--- config.mk ---
export PLATFORM = sky130hd
export DESIGN_NAME = median_sync_align
export DESIGN_NICKNAME = d
export VERILOG_FILES = /design/src/rtl/median_sync_align.sv
export SDC_FILE = /design/constraint.sdc
export NUM_CORES = 1
export LEC_CHECK = 0
export CAP_MARGIN = 30
export CORE_ASPECT_RATIO = 0.6
export CORE_MARGIN = 3
export CORE_UTILIZATION = 42
export DETAILED_ROUTE_END_ITERATION = 12
export GPL_TIMING_DRIVEN = 0
export PLACE_DENSITY = 0.69
export SYNTH_ARGS = -nofsm -noshare
export SYNTH_HDL_FRONTEND = slang
export SYNTH_SLANG_ARGS = --single-unit
--- constraint.sdc ---
create_clock -name clk -period 3.08 [get_ports clk]
set_input_delay 0.462 -clock clk [delete_from_list [all_inputs] [get_ports clk]]
set_output_delay 0.462 -clock clk [all_outputs]
set_load 0.02 [all_outputs]
--- src/rtl/median_sync_align.sv ---
// median_sync_align
// Alignment stage between the per-channel median filters and the HDMI transmitter.
// Delays dv/hs/vs and the kernel center pixel by MED_LAT clocks so they line up
// with the median results. Pixels whose 5x5 window reaches outside the frame are
// replaced by the center pixel (BORDER_MODE 0) or by black (BORDER_MODE 1).
// The active frame size is measured for status reporting.
//
// Ports:
//   clk, rst                     pixel clock, synchronous active-high reset
//   in_dv, in_hs, in_vs          timing, sampled as the kernel enters the median units
//   in_center[23:0]              {R,G,B} center pixel of the current kernel
//   med_red/green/blue[7:0]      median results, valid MED_LAT clocks after in_*
//   tx_red/green/blue[7:0]       registered output pixel
//   tx_dv, tx_hs, tx_vs          registered, aligned timing
//   frame_width/height[CNT_W-1:0] last measured active size
//   size_valid                   high once a complete frame has been measured
module median_sync_align #(
  parameter int MED_LAT     = 4,
  parameter int BORDER_MODE = 0,
  parameter int VS_ACTIVE   = 1,
  parameter int CNT_W       = 12
) (
  input  logic             clk,
  input  logic             rst,
  input  logic             in_dv,
  input  logic             in_hs,
  input  logic             in_vs,
  input  logic [23:0]      in_center,
  input  logic [7:0]       med_red,
  input  logic [7:0]       med_green,
  input  logic [7:0]       med_blue,
  output logic [7:0]       tx_red,
  output logic [7:0]       tx_green,
  output logic [7:0]       tx_blue,
  output logic             tx_dv,
  output logic             tx_hs,
  output logic             tx_vs,
  output logic [CNT_W-1:0] frame_width,
  output logic [CNT_W-1:0] frame_height,
  output logic             size_valid
);

  // Delay-line word: {dv, hs, vs, border, center[23:0]}
  localparam int DW = 28;

  logic [CNT_W-1:0] x;
  logic [CNT_W-1:0] y;
  logic [CNT_W-1:0] shadow;
  logic             prev_dv;
  logic             prev_vs_act;

  logic             vs_act;
  logic             frame_start;
  logic             dv_fall;
  logic             border;
  logic [CNT_W-1:0] y_final;
  logic [CNT_W-1:0] width_src;

  logic [DW-1:0]    dly [MED_LAT];
  logic [DW-1:0]    d;
  logic [23:0]      pix;

  assign vs_act      = (in_vs == (VS_ACTIVE != 0));
  assign frame_start = vs_act && !prev_vs_act;
  assign dv_fall     = prev_dv && !in_dv;
  assign border      = in_dv && ((x < CNT_W'(4)) || (y < CNT_W'(4)));

  // When the frame-start edge coincides with the end of the last line, that line
  // has not been counted into y or latched into the shadow yet, so take it here.
  assign y_final   = (dv_fall && (y != '1)) ? y + 1'b1 : y;
  assign width_src = dv_fall ? x : shadow;

  always_ff @(posedge clk) begin
    if (rst) begin
      x            <= '0;
      y            <= '0;
      shadow       <= '0;
      prev_dv      <= 1'b0;
      prev_vs_act  <= 1'b0;
      frame_width  <= '0;
      frame_height <= '0;
      size_valid   <= 1'b0;
    end else begin
      prev_dv     <= in_dv;
      prev_vs_act <= vs_act;
      if (dv_fall) begin
        shadow <= x;
      end
      if (frame_start) begin
        x <= '0;
        y <= '0;
        if (y_final != '0) begin
          frame_width  <= width_src;
          frame_height <= y_final;
          size_valid   <= 1'b1;
        end
      end else if (dv_fall) begin
        x <= '0;
        if (y != '1) begin
          y <= y + 1'b1;
        end
      end else if (in_dv && (x != '1)) begin
        x <= x + 1'b1;
      end
    end
  end

  always_ff @(posedge clk) begin
    if (rst) begin
      for (int unsigned i = 0; i < MED_LAT; i++) begin
        dly[i] <= '0;
      end
    end else begin
      dly[0] <= {in_dv, in_hs, in_vs, border, in_center};
      for (int unsigned i = 1; i < MED_LAT; i++) begin
        dly[i] <= dly[i-1];
      end
    end
  end

  assign d = dly[MED_LAT-1];

  always_comb begin
    pix = '0;
    if (d[27]) begin
      if (!d[24]) begin
        pix = {med_red, med_green, med_blue};
      end else if (BORDER_MODE == 0) begin
        pix = d[23:0];
      end
    end
  end

  always_ff @(posedge clk) begin
    if (rst) begin
      tx_red   <= '0;
      tx_green <= '0;
      tx_blue  <= '0;
      tx_dv    <= 1'b0;
      tx_hs    <= 1'b0;
      tx_vs    <= 1'b0;
    end else begin
      tx_red   <= pix[23:16];
      tx_green <= pix[15:8];
      tx_blue  <= pix[7:0];
      tx_dv    <= d[27];
      tx_hs    <= d[26];
      tx_vs    <= d[25];
    end
  end

endmodule
### Placement by cell class, run 1

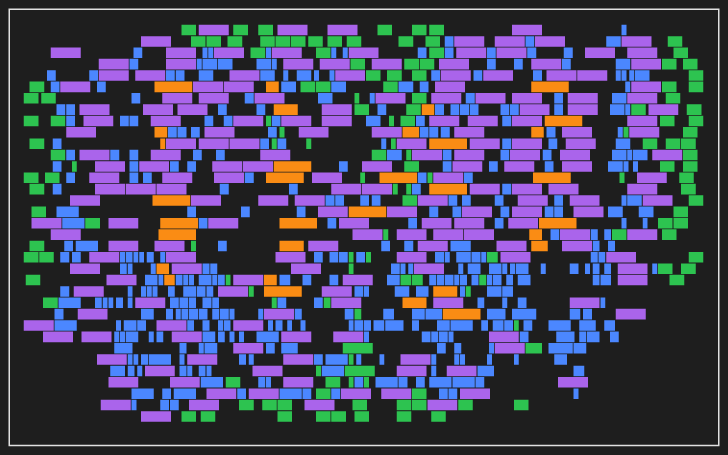
Key: green = remaining buffers and delay cells [cells 142, share of their area 15%]; purple = sequential cells [cells 200, share of their area 48%]; orange = clock drivers and dummy loads [cells 32, share of their area 7.0%]; blue = remaining logic cells [cells 393, share of their area 30%]

### Track usage over the die, run 1

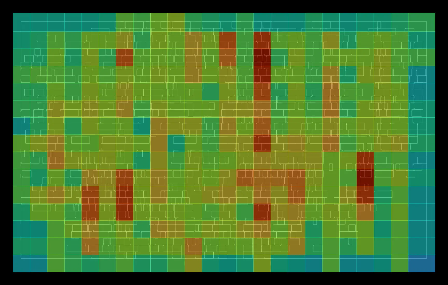
DR WL/cell: 13.9 um
Finished Core Util: 55.7%
M1 GR Usage: 23.1%
GR Util met3: 3.49%

==> results.txt, run 1 <==
run results: sequential cell area=0.00400 mm2, placed inst area=0.00803 mm2, power per cell area=582 mW/mm2, Comb power frac=4.5%, ratio of cells with drive above 1 in the final layout=9.00%, clk tree area frac=6.78%, Synth Instances=629, TritonCTS clock tree=done, hold worst-path end=dly[2][7], Internal=3.85 mW, final period utilization=96.0%, IO Port Bufs=104, Critical Path RT=3380 ps, comb area leader=simple AND/OR/NAND/NOR gates, clock root buffer=clkbuf_16, global route total overflow=0, final wirelength=13.5 mm, Max stage delay on crit path=510 ps, H-Tree Depth=4, AO/OA Area Share=4.74%, clk latency late pin=420 ps, hold_buf cts=0, met2 GRT Util=22.6%, Rel. slew slack=54.8%, clock share of power=42.6%, Top pwr grp=sequential cells, Filler Cell Count=1351, nonclk buf count=142, post_cts resized=0, most utilized layer in the global route result=met1, Inst Count DP=936, YS chip area=0.00673 mm2, Comb power=229 uW, logic share of the area=29.2%, simple share=22.4%, Post-Syn Nets=684, drt first pass iters=4, clk sink count=200, crit path max fanout=10, worst vdd ir=0.402 mV, most common cell after layout, fill and taps aside=dfxtp_1, actual slew at the worst max-slew pin=678 ps, Final Setup Violations=0, Critical R2R Launch=y[0], Final HPWL DP=9.94 mm, Final Max-Slew Violation Tally=0, initial antenna violation count=0, most frequent cells in the layout=dfxtp_1, nor2b_1, clkdlybuf4s50_1, nor2_1, nand2_1, asr flop ratio synth=0%, tool warnings=26, final worst path period need=2960 ps, Layout Skew=14.8 ps, top cells by count=dfxtp_1, nor2b_1, nor2_1, metal2 WL=5.57 mm, CP arrival=3250 ps, fmax=338 MHz, fraction of area in registers=46.4%, Crit Path Category=primary input to flop, Synthesis Warnings=0, DRT met1 WL=7.04 mm, DIE HEIGHT=104 um, via count=4478, end of the critical path=frame_height[5], Ports=105, design area=0.00864 mm2, status=finished clean, signal buffers share of area=14.3%, setup TNS=0 ps, Crit. End Element=flop, biggest area consumer among synthesized cells=dfxtp_1, main flop type=dfxtp_1, CTS Buf Count=17, post-synthesis xor/xnor area fraction=1.17%, placeable core area=0.0155 mm2, ANT nets after route=0, Synth mux share=8.68%, Nets=809, Cell Area, Synth=0.00673 mm2, Unique cell types=44, Post-synth EDFFs=0
### Routed metal per tile, run 1

Bar = 50 um. The die is cut into 34 by 21 equal tiles; dark blue is low, red is high, scaled to the fullest tile. Values are wire area over tile area, all layers added.
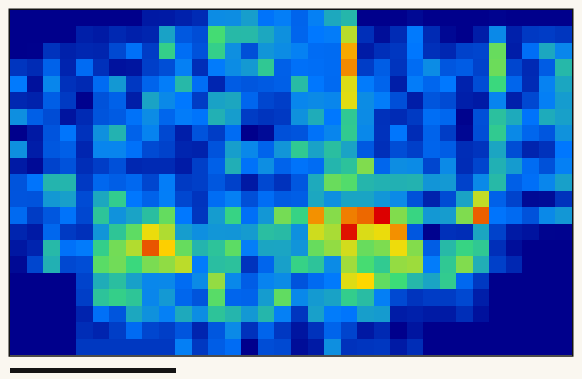
8.5% of the tiles are over half the peak. The mean over all tiles is 0.12. The densest ninth of the die: centre. 14% of the tiles are nearly empty. The fullest tile reaches 0.52.

### Drive-strength map, run 1

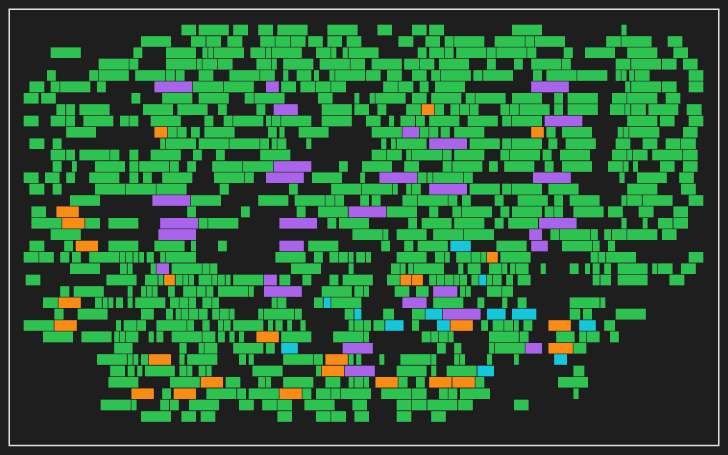

==> run 2: changes to the inputs <==
- GPL_ROUTABILITY_DRIVEN: unset -> 0
- clock period: 3.08 -> 3.1 ns (I/O delays scaled with it)
### Drive-strength map, run 2

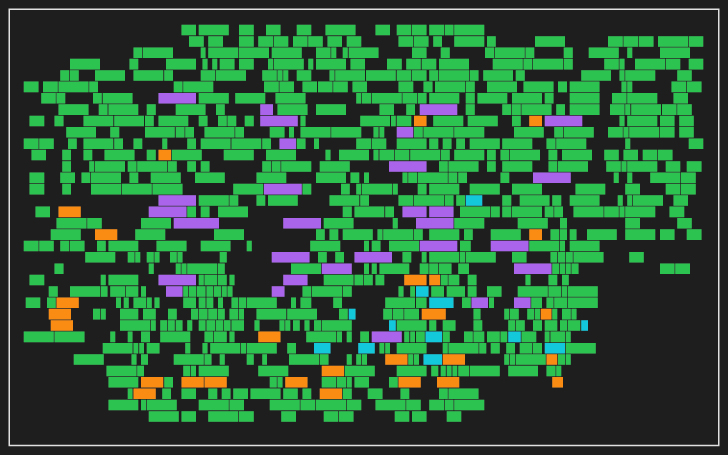
Key: green = x1 and smaller [cells 699, share 91%]; cyan = x2 [cells 12, share 1.6%]; orange = x3 and x4 [cells 27, share 3.5%]; purple = x6 and larger [cells 30, share 3.9%]
nonclk buf count: 143
PnR worst setup slack: 138 ps

==> run 2 against run 1 <==
- sequential power about the same
- sequential share of layout area shrank 0.11 points
- count of clock-buffer cells in the layout unchanged
- critical path type unchanged
- die size unchanged
- setup slack improved by 14 ps
- utilization increased by 0.14 points
- critical path depth increased by 1
==> results.txt, run 2 <==
run results: top cells by count=dfxtp_1, nor2b_1, nor2_1, Comb power frac=4.5% (about the same), worst vdd ir=0.394 mV (-1.9%), sequential cell area=0.00400 mm2 (unchanged), status=finished clean, Inverters, non-clock=8, power per cell area=585 mW/mm2 (+0.58%), ANT nets after route=0 (unchanged), IO Port Bufs=104 (unchanged), number of global-route vias before repair=4243, Rel. slew slack=53.8% (-1.0 points), final worst path period need=2960 ps, clk sink count=200 (unchanged), tool warnings=26 (unchanged), Max stage delay on crit path=500 ps (about the same), asr flop ratio synth=0% (unchanged), drt first pass iters=5 (+1), metal2 WL=5.79 mm (+3.9%), main flop type=dfxtp_1, post_cts resized=0 (unchanged), hold_buf cts=0 (unchanged), setup TNS=0 ps (unchanged), YS chip area=0.00673 mm2 (unchanged), Top class by area=registers, clk tree area frac=7.00% (+0.21 points), most utilized layer in the global route result=met2, fmax=338 MHz, Layout Skew=15.4 ps (+0.628 ps), global route total overflow=0 (unchanged), via count=4465 (-0.29%), DIE HEIGHT=104 um (unchanged), initial drt markers=219, Final HPWL DP=9.85 mm (-0.95%), simple share=22.4% (unchanged), Clock Tree Buf Depth=2, clock root buffer=clkbuf_16, signal buffers share of area=14.4% (+0.052 points), Filler Cell Count=1310 (-3.0%), AO/OA Area Share=4.74% (unchanged), Nets=810 (+0.12%), Crit. End Element=flop, Crit Path Category=primary input to flop, clk latency late pin=420 ps (about the same), Post-synth EDFFs=0 (unchanged), clock share of power=43.5% (+0.9 points), met2 GRT Util=23.0% (+0.49 points), Sw Ratio=22.9%, DRT met1 WL=6.95 mm (-1.3%), most common cell after layout, fill and taps aside=dfxtp_1, comb area leader=simple AND/OR/NAND/NOR gates, DR WL/cell=13.8 um (-0.65%), Ports=105 (unchanged), P_leak=3.24 nW, Critical Path RT=3410 ps (+30 ps), H-Tree Depth=4 (unchanged), Unique cell types=44 (unchanged), Pwr Total=5.07 mW, CP arrival=3270 ps (+20 ps), placeable core area=0.0155 mm2 (unchanged), row count=35, Inst Count DP=936 (unchanged), hold_ws=433 ps, HP Class=flop to flop, count leader, synth=dfxtp_1, post-synthesis xor/xnor area fraction=1.17% (unchanged), GR Util met3=3.80% (+0.30 points), most frequent cells in the layout=dfxtp_1, nor2b_1, clkdlybuf4s50_1, nor2_1, nand2_1, Final Max-Slew Violation Tally=0 (unchanged), crit path max fanout=10 (unchanged), Post-Syn Nets=684 (unchanged), hold worst-path end=dly[2][3], area grow syn2layout=28.6%, Critical R2R Launch=y[0], Synth Instances=629 (unchanged), initial antenna violation count=0 (unchanged), final period utilization=95.5%, Synthesis Warnings=0 (unchanged), non-filler cells, final=971, Finished Core Util=55.8% (+0.14 points), TritonCTS clock tree=done, CTS Buf Count=17 (unchanged), Internal=3.91 mW (+1.5%), Synth mux share=8.68% (unchanged), Final Hold Fails=0, Final Setup Violations=0 (unchanged), Comb power=228 uW (about the same), design area=0.00866 mm2 (+0.25%), clock buf count=18, # Cells Yosys=629, final wirelength=13.4 mm (-0.55%), clk slew on worst S/H paths=80 ps, placed inst area=0.00803 mm2 (unchanged), hold path depth=1, actual slew at the worst max-slew pin=694 ps (+15.6 ps), beginning of the critical path=in_dv, fraction of area in registers=46.2% (-0.11 points), Top pwr grp=sequential cells, logic share of the area=29.1% (-0.14 points), Net Sw Power=1.16 mW, ratio of cells with drive above 1 in the final layout=8.98% (-0.012 points), M1 GR Usage=22.1% (-1.0 points), CP max stage cell=clkdlybuf4s50_1, end of the critical path=frame_width[3], Cell Area, Synth=0.00673 mm2 (unchanged), biggest area consumer among synthesized cells=dfxtp_1
### Track usage over the die, run 2

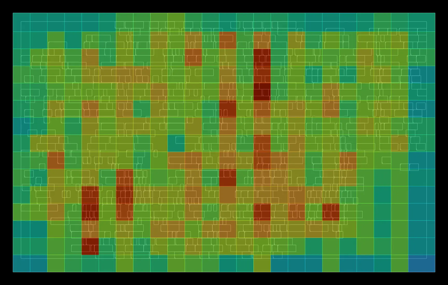

==> run 3: changes to the inputs <==
- MAX_ROUTING_LAYER: unset -> met4
### Track usage over the die, run 3

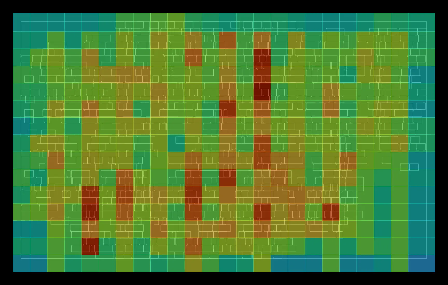
GRT Resource Usage Total: 15.8%
Finished Core Util: 55.8%
met2 GRT Util: 23.0%
M1 GR Usage: 22.2%

==> run 3 against run 2 <==
- non-clock buffer count unchanged
- design area unchanged
- flip-flop count unchanged
- clock power about the same
- sequential power about the same
- final cell count unchanged
- register-to-register slack about the same
- wire length about the same
==> results.txt, run 3 <==
run results: signal buffers share of area=14.4% (unchanged), status=finished clean, metal2 WL=5.77 mm (-0.33%), Synthesis Warnings=0 (unchanged), sequential cell area=0.00400 mm2 (unchanged), Comb power frac=4.5% (about the same), Post-synth EDFFs=0 (unchanged), # Cells Yosys=629 (unchanged), Post-route DRC=0, hold_buf cts=0 (unchanged), Clock Tree Buf Depth=2 (unchanged), Final Max-Slew Violation Tally=0 (unchanged), most utilized layer in the global route result=met2, Crit Path Category=primary input to flop, CP max stage cell=clkdlybuf4s50_1, CP arrival=3280 ps (about the same), power per cell area=585 mW/mm2 (about the same), Cell Area, Synth=0.00673 mm2 (unchanged), design area=0.00866 mm2 (unchanged), antenna cells=0, non-filler cells, final=971 (unchanged), placed inst area=0.00803 mm2 (unchanged), Worst R2R Path Depth=10, DIE HEIGHT=104 um (unchanged), fraction of area in registers=46.2% (unchanged), first-pass GRT wire length=21.4 mm, Critical Path RT=3410 ps (about the same), setup TNS=0 ps (unchanged), top cells by count=dfxtp_1, nor2b_1, nor2_1, Top pwr grp=sequential cells, asr flop ratio synth=0% (unchanged), YS chip area=0.00673 mm2 (unchanged), Flop Count=200, ANT nets after route=0 (unchanged), Max stage delay on crit path=510 ps (about the same), sequential area share after synthesis=59.5%, initial antenna violation count=0 (unchanged), Synth mux share=8.68% (unchanged), post_cts resized=0 (unchanged), Final Setup Violations=0 (unchanged), Critical R2R Capture=frame_width[3], biggest area consumer among synthesized cells=dfxtp_1, drt first pass iters=5 (unchanged), Synth Instances=629 (unchanged), hold_ws=433 ps (+0.00500 ps), Final HPWL DP=9.85 mm (unchanged), CP top delay family=simple AND/OR/NAND/NOR gates, TritonCTS clock tree=done, clock root buffer=clkbuf_16, clk tree area frac=7.00% (unchanged), met3 wire length=491 um, AO/OA Area Share=4.74% (unchanged), largest net degree at the start of global routing=21, starting density of the core=43.4%, DR WL/cell=13.8 um (about the same), R2R Setup Slk=300 ps, Comb power=228 uW (about the same), Dominant cell area share=59.5%, HP Class=flop to flop, area occupied by multi-input gates=0.00252 mm2, total setup buffers inserted after CTS=1, final worst path period need=2970 ps (+6.80 ps), Layout Skew=14.9 ps (-0.521 ps), placeable core area=0.0155 mm2 (unchanged), number of global-route vias before repair=4240 (-0.071%), Rel. slew slack=53.8% (unchanged), Crit. End Element=flop, clock share of power=43.5% (about the same), logic share of the area=29.1% (unchanged), Inverters, non-clock=8 (unchanged), crit path max fanout=10 (unchanged), comb area leader=simple AND/OR/NAND/NOR gates, Net Sw Power=1.16 mW (+0.16%), max FFs per register=112, H-Tree Depth=4 (unchanged), beginning of the critical path=in_dv, Nets=810 (unchanged), Unique cell types=44 (unchanged), Adder Area Share=0.372%, worst vdd ir=0.396 mV (+0.32%), global route total overflow=0 (unchanged), clock buf count=18 (unchanged), vias per cell=4.61, main flop type=dfxtp_1, Final Hold Fails=0 (unchanged), clk sink count=200 (unchanged), fmax=337 MHz (-0.23%), tool warnings=26 (unchanged), ratio of cells with drive above 1 in the final layout=8.98% (unchanged), hold path depth=1 (unchanged), via count=4472 (+0.16%), post-synthesis xor/xnor area fraction=1.17% (unchanged), count leader, synth=dfxtp_1, hold worst-path end=dly[2][3], Inst Count DP=936 (unchanged), Sw Ratio=22.9% (+0.029 points), initial drt markers=213 (-2.7%), row count=35 (unchanged), Ports=105 (unchanged), clk latency late pin=420 ps (about the same), IO Port Bufs=104 (unchanged), final wirelength=13.4 mm (about the same), simple share=22.4% (unchanged), most common cell after layout, fill and taps aside=dfxtp_1, end of the critical path=frame_width[3], GR Util met3=3.65% (-0.15 points), final period utilization=95.8% (+0.22 points), most frequent cells in the layout=dfxtp_1, nor2b_1, clkdlybuf4s50_1, nor2_1, nand2_1, crit-path cells=clkdlybuf4s50_1 -> nand2b_1 -> buf_2 -> nor4_1 -> mux2i_1 -> buf_4 -> nand4_2 -> nor3_4 -> a21o_4 -> buf_12 -> mux2_4, clk slew on worst S/H paths=80 ps (about the same), Pwr Total=5.07 mW (about the same), syn_area_per_cell=10.7 um2, PnR worst setup slack=131 ps (-6.80 ps), Top cells by area=dfxtp_1, nor2b_1, mux2i_1, mux2_4, nor2_1, CTS Buf Count=17 (unchanged), actual slew at the worst max-slew pin=694 ps (unchanged), Critical R2R Launch=y[0], Filler Cell Count=1310 (unchanged), P_leak=3.24 nW (unchanged), crit start category=primary input, Internal=3.91 mW (about the same), area grow syn2layout=28.6% (unchanged), nonclk buf count=143 (unchanged), Crit. path cell count=11, Top reg by flops=dly, Top class by area=registers, DRT met1 WL=6.98 mm (+0.52%), Worst Hold Launch=dly[1][3], Post-Syn Nets=684 (unchanged)
No activity file was given, so power comes from the tool's default toggle rates.
